===== config.mk =====
export PLATFORM = sky130hd
export DESIGN_NAME = phase_det_5bit
export DESIGN_NICKNAME = d
export VERILOG_FILES = /design/src/rtl/adpll_pkg.sv /design/src/rtl/edge_sync.sv /design/src/rtl/phase_det_5bit.sv
export SDC_FILE = /design/constraint.sdc
export NUM_CORES = 1
export LEC_CHECK = 0
export CAP_MARGIN = 0
export CORE_MARGIN = 2
export CORE_UTILIZATION = 49
export CTS_CLUSTER_DIAMETER = 150
export DETAILED_ROUTE_END_ITERATION = 12
export GPL_TIMING_DRIVEN = 0
export PLACE_DENSITY = 0.82
export SLEW_MARGIN = 0
export SYNTH_ARGS = -nofsm -noshare
export SYNTH_HDL_FRONTEND = slang
export SYNTH_SLANG_ARGS = --single-unit

===== constraint.sdc =====
create_clock -name clk -period 4.45 [get_ports clk]
set_input_delay 0.89 -clock clk [delete_from_list [all_inputs] [get_ports clk]]
set_output_delay 0.89 -clock clk [all_outputs]
set_load 0.02 [all_outputs]

===== src/rtl/adpll_pkg.sv =====
// Shared definitions for the ADPLL phase detector: FSM states, error width and limits.
package adpll_pkg;

  localparam int unsigned ERR_W       = 5;
  localparam int unsigned SYNC_STAGES = 2;

  typedef logic [ERR_W-1:0] err_t;

  localparam err_t ERR_MAX = 5'd31;

  typedef enum logic [1:0] {
    IDLE     = 2'd0,
    REF_LEAD = 2'd1,
    DCO_LEAD = 2'd2
  } pd_state_e;

endpackage


===== src/rtl/edge_sync.sv =====
// Synchronizes an asynchronous clock input into clk and flags each rising edge for one cycle.
module edge_sync
  import adpll_pkg::*;
(
  input  logic clk,
  input  logic reset_n,
  input  logic d_i,
  output logic rise_o
);

  localparam int unsigned MSB = SYNC_STAGES - 1;

  logic [SYNC_STAGES-1:0] sync_q;
  logic [SYNC_STAGES-1:0] live_q;
  logic                   prev_q;
  logic                   armed_q;

  // live_q tracks which sync stages hold real samples; edges are only accepted once a
  // genuine low has been seen, so a level already high at reset release is ignored.
  always_ff @(posedge clk or negedge reset_n) begin
    if (!reset_n) begin
      sync_q  <= '0;
      live_q  <= '0;
      prev_q  <= 1'b0;
      armed_q <= 1'b0;
    end else begin
      sync_q <= {sync_q[SYNC_STAGES-2:0], d_i};
      live_q <= {live_q[SYNC_STAGES-2:0], 1'b1};
      prev_q <= sync_q[MSB];
      if (live_q[MSB] && !sync_q[MSB]) begin
        armed_q <= 1'b1;
      end
    end
  end

  assign rise_o = sync_q[MSB] & ~prev_q & armed_q;

endmodule


===== src/rtl/phase_det_5bit.sv =====
// Bang-bang/linear phase detector: measures ref-to-dco edge spacing in clk cycles,
// reports a saturated 5-bit magnitude with sign, and tracks lock.
module phase_det_5bit
  import adpll_pkg::*;
#(
  parameter int unsigned CNT_W    = 8,
  parameter int unsigned LOCK_CNT = 4
) (
  input  logic clk,
  input  logic reset_n,
  input  logic ref_in,
  input  logic dco_in,
  input  err_t lock_thresh,
  output err_t ctrl,
  output logic ctrl_sign,
  output logic err_valid,
  output logic locked
);

  localparam int unsigned      LK_W     = (LOCK_CNT < 1) ? 1 : $clog2(LOCK_CNT + 1);
  localparam logic [CNT_W-1:0] CNT_MAX  = '1;
  localparam logic [CNT_W-1:0] CNT_LAST = CNT_MAX - CNT_W'(1);
  localparam logic [LK_W-1:0]  LK_MAX   = LK_W'(LOCK_CNT);

  logic ref_rise;
  logic dco_rise;

  pd_state_e        state_q, state_d;
  logic [CNT_W-1:0] cnt_q, cnt_d;
  logic [CNT_W-1:0] cnt_inc;
  logic [CNT_W:0]   elapsed;
  err_t             meas_mag;
  logic             timeout;

  logic             issue_d;
  err_t             mag_d;
  logic             sign_d;

  err_t             ctrl_q;
  logic             sign_q;
  logic             valid_q;
  logic [LK_W-1:0]  lock_q, lock_d;

  edge_sync u_ref_sync (
    .clk    (clk),
    .reset_n(reset_n),
    .d_i    (ref_in),
    .rise_o (ref_rise)
  );

  edge_sync u_dco_sync (
    .clk    (clk),
    .reset_n(reset_n),
    .d_i    (dco_in),
    .rise_o (dco_rise)
  );

  // The counter is cleared on the leading edge, so the lagging edge N cycles later sees N-1.
  // Timeout fires on the cycle the counter would reach its maximum.
  assign cnt_inc  = (cnt_q == CNT_MAX) ? cnt_q : cnt_q + CNT_W'(1);
  assign elapsed  = {1'b0, cnt_q} + (CNT_W+1)'(1);
  assign meas_mag = (elapsed > (CNT_W+1)'(ERR_MAX)) ? ERR_MAX : elapsed[ERR_W-1:0];
  assign timeout  = (cnt_q == CNT_LAST);

  always_ff @(posedge clk or negedge reset_n) begin
    if (!reset_n) begin
      state_q <= IDLE;
      cnt_q   <= '0;
    end else begin
      state_q <= state_d;
      cnt_q   <= cnt_d;
    end
  end

  always_comb begin
    state_d = state_q;
    cnt_d   = cnt_q;
    unique case (state_q)
      IDLE: begin
        if (ref_rise && !dco_rise) begin
          state_d = REF_LEAD;
          cnt_d   = '0;
        end else if (dco_rise && !ref_rise) begin
          state_d = DCO_LEAD;
          cnt_d   = '0;
        end
      end
      REF_LEAD: begin
        if (dco_rise)      state_d = IDLE;
        else if (ref_rise) cnt_d   = '0;
        else if (timeout)  state_d = IDLE;
        else               cnt_d   = cnt_inc;
      end
      DCO_LEAD: begin
        if (ref_rise)      state_d = IDLE;
        else if (dco_rise) cnt_d   = '0;
        else if (timeout)  state_d = IDLE;
        else               cnt_d   = cnt_inc;
      end
      default: state_d = IDLE;
    endcase
  end

  always_comb begin
    issue_d = 1'b0;
    mag_d   = '0;
    sign_d  = 1'b0;
    unique case (state_q)
      IDLE: begin
        if (ref_rise && dco_rise) issue_d = 1'b1;
      end
      REF_LEAD: begin
        if (dco_rise) begin
          issue_d = 1'b1;
          mag_d   = meas_mag;
        end else if (ref_rise || timeout) begin
          issue_d = 1'b1;
          mag_d   = ERR_MAX;
        end
      end
      DCO_LEAD: begin
        sign_d = 1'b1;
        if (ref_rise) begin
          issue_d = 1'b1;
          mag_d   = meas_mag;
        end else if (dco_rise || timeout) begin
          issue_d = 1'b1;
          mag_d   = ERR_MAX;
        end
      end
      default: ;
    endcase
  end

  always_comb begin
    lock_d = lock_q;
    if (issue_d) begin
      if (mag_d <= lock_thresh) lock_d = (lock_q == LK_MAX) ? lock_q : lock_q + LK_W'(1);
      else                      lock_d = '0;
    end
  end

  always_ff @(posedge clk or negedge reset_n) begin
    if (!reset_n) begin
      ctrl_q  <= '0;
      sign_q  <= 1'b0;
      valid_q <= 1'b0;
      lock_q  <= '0;
    end else begin
      valid_q <= issue_d;
      lock_q  <= lock_d;
      if (issue_d) begin
        ctrl_q <= mag_d;
        sign_q <= sign_d;
      end
    end
  end

  assign ctrl      = ctrl_q;
  assign ctrl_sign = sign_q;
  assign err_valid = valid_q;
  assign locked    = (lock_q == LK_MAX);

endmodule


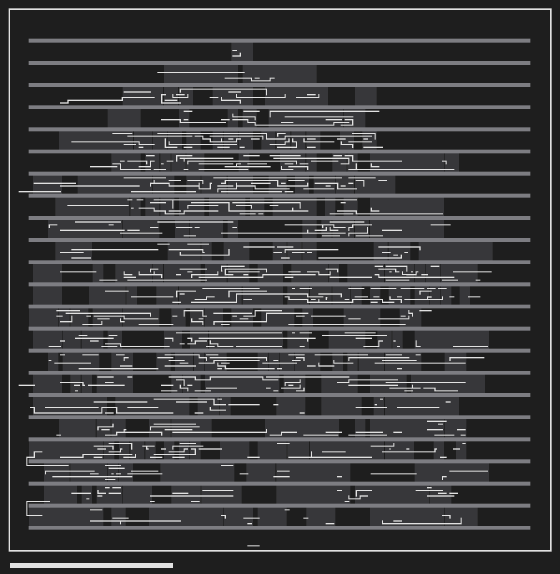
Fig. 1. Metal 1.
Scale bar: 20 um. Supply wires on this layer in gray. Cells faint in the background.
The wires run mostly horizontal. 232 nets have wire on it.
Final Routed Wirelength: 3642 um
routed via count: 1,528
met1 track demand over resource: 24.86%

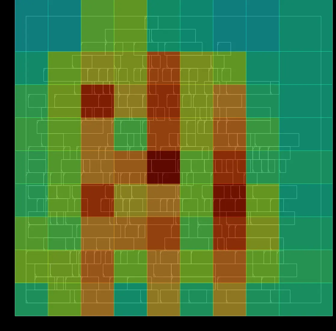
Fig. 2. Routing congestion.
met2 demand-to-capacity share in global routing: 32.13%
share of the core filled with cells: 60.04%
per-cell routed wire length: 13.44 um
Global Route Usage Sum: 20.03%
gr busiest metal: met2

==> flow_summary.rst <==
Implementation results
======================

.. list-table::
   :header-rows: 1

   * - Metric
     - Value
   * - Outcome
     - finished clean
   * - Share of cells above drive strength 1
     - 15.70%
   * - Comb/total area
     - 45.25%
   * - Switching power of the nets
     - 0.4968 mW
   * - Non-clock buffer count
     - 27
   * - Top cell excl fill/tap
     - sky130_fd_sc_hd__dfrtp_1
   * - DRC Markers
     - 0
   * - Setup Viol. Count Final
     - 0
   * - Most common logic cells in the final layout
     - sky130_fd_sc_hd__dfrtp_1 (30), sky130_fd_sc_hd__nand2_1 (19), sky130_fd_sc_hd__inv_1 (18)
   * - Global-route wire length before repair
     - 6637 um
   * - Final Hold Slack
     - 0.3517 ns
   * - GPL Wtd Cong
     - 0.8488
   * - Insertion delay of the later-clocked pin in the worst-skew pair
     - 0.29 ns
   * - CTS buffer count
     - 5
   * - Bufs on Longest Clock Path
     - 2
   * - Register with the most flip-flops
     - cnt_q
   * - Reported sequential group power
     - 0.376 mW
   * - Boundary Pins
     - 17
   * - Share of the clock period used by the worst path
     - 66.82%
   * - Pre-CTS setup slack
     - 1.512 ns
   * - Top Family by Delay on Critical Path
     - AND-OR/OR-AND gates
   * - Main flop type after synthesis
     - sky130_fd_sc_hd__dfrtp_1
   * - Sequential Power Share
     - 31.1%
   * - Flop count
     - 30
   * - Max capacitance violation total
     - 0
   * - Hold Path Cell Cnt
     - 0
   * - Data arrival, critical path
     - 3.16 ns
   * - Number of warnings in the stage logs
     - 33
   * - Chip area line of the yosys report
     - 1904 um^2
   * - Worst min-delay path endpoint
     - u_dco_sync.sync_q[1]
   * - Internal power
     - 0.7142 mW
   * - Logic inverters
     - 19
   * - Iteration tally of the first detailed-router pass
     - 6
   * - Maximum number of pins on one net before global-route repair
     - 31
   * - Overall overflow remaining after global route
     - 0
   * - Number of antenna violations at the first check in global routing
     - 0
   * - Type of the worst min-delay path
     - reg -> reg
   * - Width of the die
     - 66.34 um
   * - Post-place instance area
     - 2125 um^2
   * - Fraction of standard cell area that is sequential
     - 33.90%
   * - Mean post-synth cell area
     - 9.569 um^2
   * - Number of tap cells added at floorplan
     - 48
   * - Startpoint type of the worst setup path
     - flip-flop
   * - Core area
     - 3689 um^2
   * - Number of H-tree levels
     - 2
   * - HPWL after detailed placement
     - 2748 um
   * - Netlist cell types
     - 50
   * - Detail Route Antenna Nets
     - 0
   * - Rows
     - 22
   * - Floorplan Nets
     - 224
   * - Initial standard-cell utilization of the core
     - 51.63%
   * - Power attributed to combinational cells
     - 0.604 mW
   * - Critical setup path kind
     - reg -> reg
   * - Post-Syn Instances
     - 199
   * - Slack of the worst reg-to-reg path
     - 1.48 ns
   * - Slew headroom
     - 57.42%
   * - Largest fanout of any net on the critical path
     - 6
   * - Setup repair after global routing missed its margin
     - false
   * - Overall chip area
     - 4401 um^2
   * - Share of final layout cell area taken by non-clock buffers
     - 10.62%
   * - Number of buffer cells added on primary ports
     - 16
   * - Standby leakage power
     - 1.010 nW
   * - Clock Tree Root
     - sky130_fd_sc_hd__clkbuf_8
   * - Met3 Usage GRT
     - 4.600%
   * - Maximum resistive drop on vdd
     - 0.4106 mV
   * - Most used standard cell by instance count after synthesis
     - sky130_fd_sc_hd__dfrtp_1
   * - Largest cells by area after synthesis
     - sky130_fd_sc_hd__dfrtp_1 (39%), sky130_fd_sc_hd__ha_1 (11%), sky130_fd_sc_hd__a21oi_1 (4.5%)
   * - Top layer in use
     - met4
   * - Top cell class by occupied area
     - combinational gates
   * - Destination of the worst register-to-register timing path
     - lock_q[0]
   * - Area leader, netlist
     - sky130_fd_sc_hd__dfrtp_1
   * - Launch point of the critical path
     - cnt_q[0]
   * - Switching Fraction
     - 41.02%
   * - Slowest CP cell
     - sky130_fd_sc_hd__dfrtp_1
   * - Clock sink count
     - 30
   * - Clk_buf instances
     - 6
   * - Worst Path Required
     - 4.63 ns
   * - Stages on worst setup path
     - 12
   * - Die height
     - 66.34 um
   * - Async S/R FF share, synth
     - 100.0%
   * - Register cell area after layout
     - 750.7 um^2
   * - Logic area
     - 1002 um^2
   * - Combinational gates
     - 139
   * - TNS Setup
     - 0 ns
   * - Cell Area, Synth
     - 1904 um^2
   * - Cell count of the worst reg-to-reg path
     - 12
   * - Detailed Route Iter0 Violations
     - 92
   * - Flip-flop count of the largest register, all copies and words added
     - 8
   * - Post-Layout Inst Area
     - 2215 um^2
   * - Upper clock frequency limit
     - 0.3363 GHz
   * - Yosys warnings
     - 0
   * - Synthesized registers
     - 30
   * - Final nets
     - 247
   * - Transition at the pin with the smallest max-transition slack
     - 0.6386 ns
   * - Post-CTS setup buffer count
     - 0
   * - Vias in the first global route
     - 1,477
   * - Post-synthesis sequential area ratio
     - 39.42%
   * - Pins Over Slew Limit
     - 0
   * - Endpoint class of the critical path
     - flip-flop
   * - Largest stage delay on the critical path
     - 0.44 ns
   * - Buffers & Inverters on Critical Path
     - 0
   * - Diode count
     - 0
   * - Detailed route wirelength on metal3
     - 117 um
   * - Launching point of the worst reg2reg path
     - cnt_q[0]
   * - Clock network area share
     - 4.294%
   * - Number of vias per cell after detailed routing
     - 5.638
   * - Detail Route met2 WL
     - 1801 um
   * - Post-synth EDFFs
     - 0
   * - Area share of the leading cell type in the synthesized netlist
     - 39.42%
   * - TritonCTS clock tree
     - done
   * - Proportion of power drawn by combinational gates
     - 49.9%
   * - Minimum clock period
     - 2.973 ns
   * - Clock transition at the register clock pins on the worst setup and hold paths after CTS
     - 0.07 ns
   * - Area growth, synth to finish
     - 16.29%
   * - Cell total in the yosys stat output
     - 199
   * - Heaviest power group
     - combinational logic
   * - Worst setup endpoint
     - lock_q[0]
   * - Worst Slack Setup Final
     - 1.477 ns
   * - Power consumed by the clock network
     - 0.231 mW
   * - CTS resizes
     - 0
   * - Total power draw
     - 1.211 mW
   * - Critical path cell sequence
     - ha_1 > nand2_1 > and4b_4 > o21ai_2 > a22oi_4 > a21oi_1 > ha_1 > nor2b_1 > o211ai_1 > a21oi_1 > o21ai_1 > mux2_2
   * - Most frequent cells after synthesis
     - sky130_fd_sc_hd__dfrtp_1 (30), sky130_fd_sc_hd__nand2_1 (19), sky130_fd_sc_hd__inv_1 (18)
   * - Beginning of the worst hold path
     - u_dco_sync.sync_q[0]
   * - Endpoints failing hold
     - 0
   * - Largest clock skew in the final design
     - 0.009069 ns
   * - Hold-fix buffers at CTS
     - 0
   * - Number of fill cells in the layout
     - 337
   * - Areal power density over the cells
     - 546.8 nW/um^2
   * - WL met1
     - 1620 um
   * - Clock share of power
     - 19.1%
through the flow:
stage / utilization (%) / cells
finish: 60.04 / 271
global route: 60.04 / 271
CTS: 60.18 / 271
detailed placement: 57.60 / 263
global placement: 57.60 / 263
floorplan: - / 199
worst register-to-register path, delay by kind of cell, from the launching register on:
family	cells	cell delay [ns]
AND-OR/OR-AND	6	0.92
adder cells (fa/ha/maj)	2	0.62
AND/OR/NAND/NOR	3	0.62
flip-flops	1	0.44
multiplexers	1	0.27
cells by family (layout without fill, tap and decap cells):
logic type,Yosys count,in the layout,share of synthesized area (%)
adders and majority gates,16,16,10.51
xor gates and xnor gates,3,3,1.380
muxes,3,3,1.643
AOI/OAI and AO/OA,65,65,24.18
other,1,1,0.1969
and+or+nand+nor,51,51,14.72
DFF,30,30,39.42
buffers and inverters,30,54,7.949
Power is estimated from default activity; no workload was simulated.
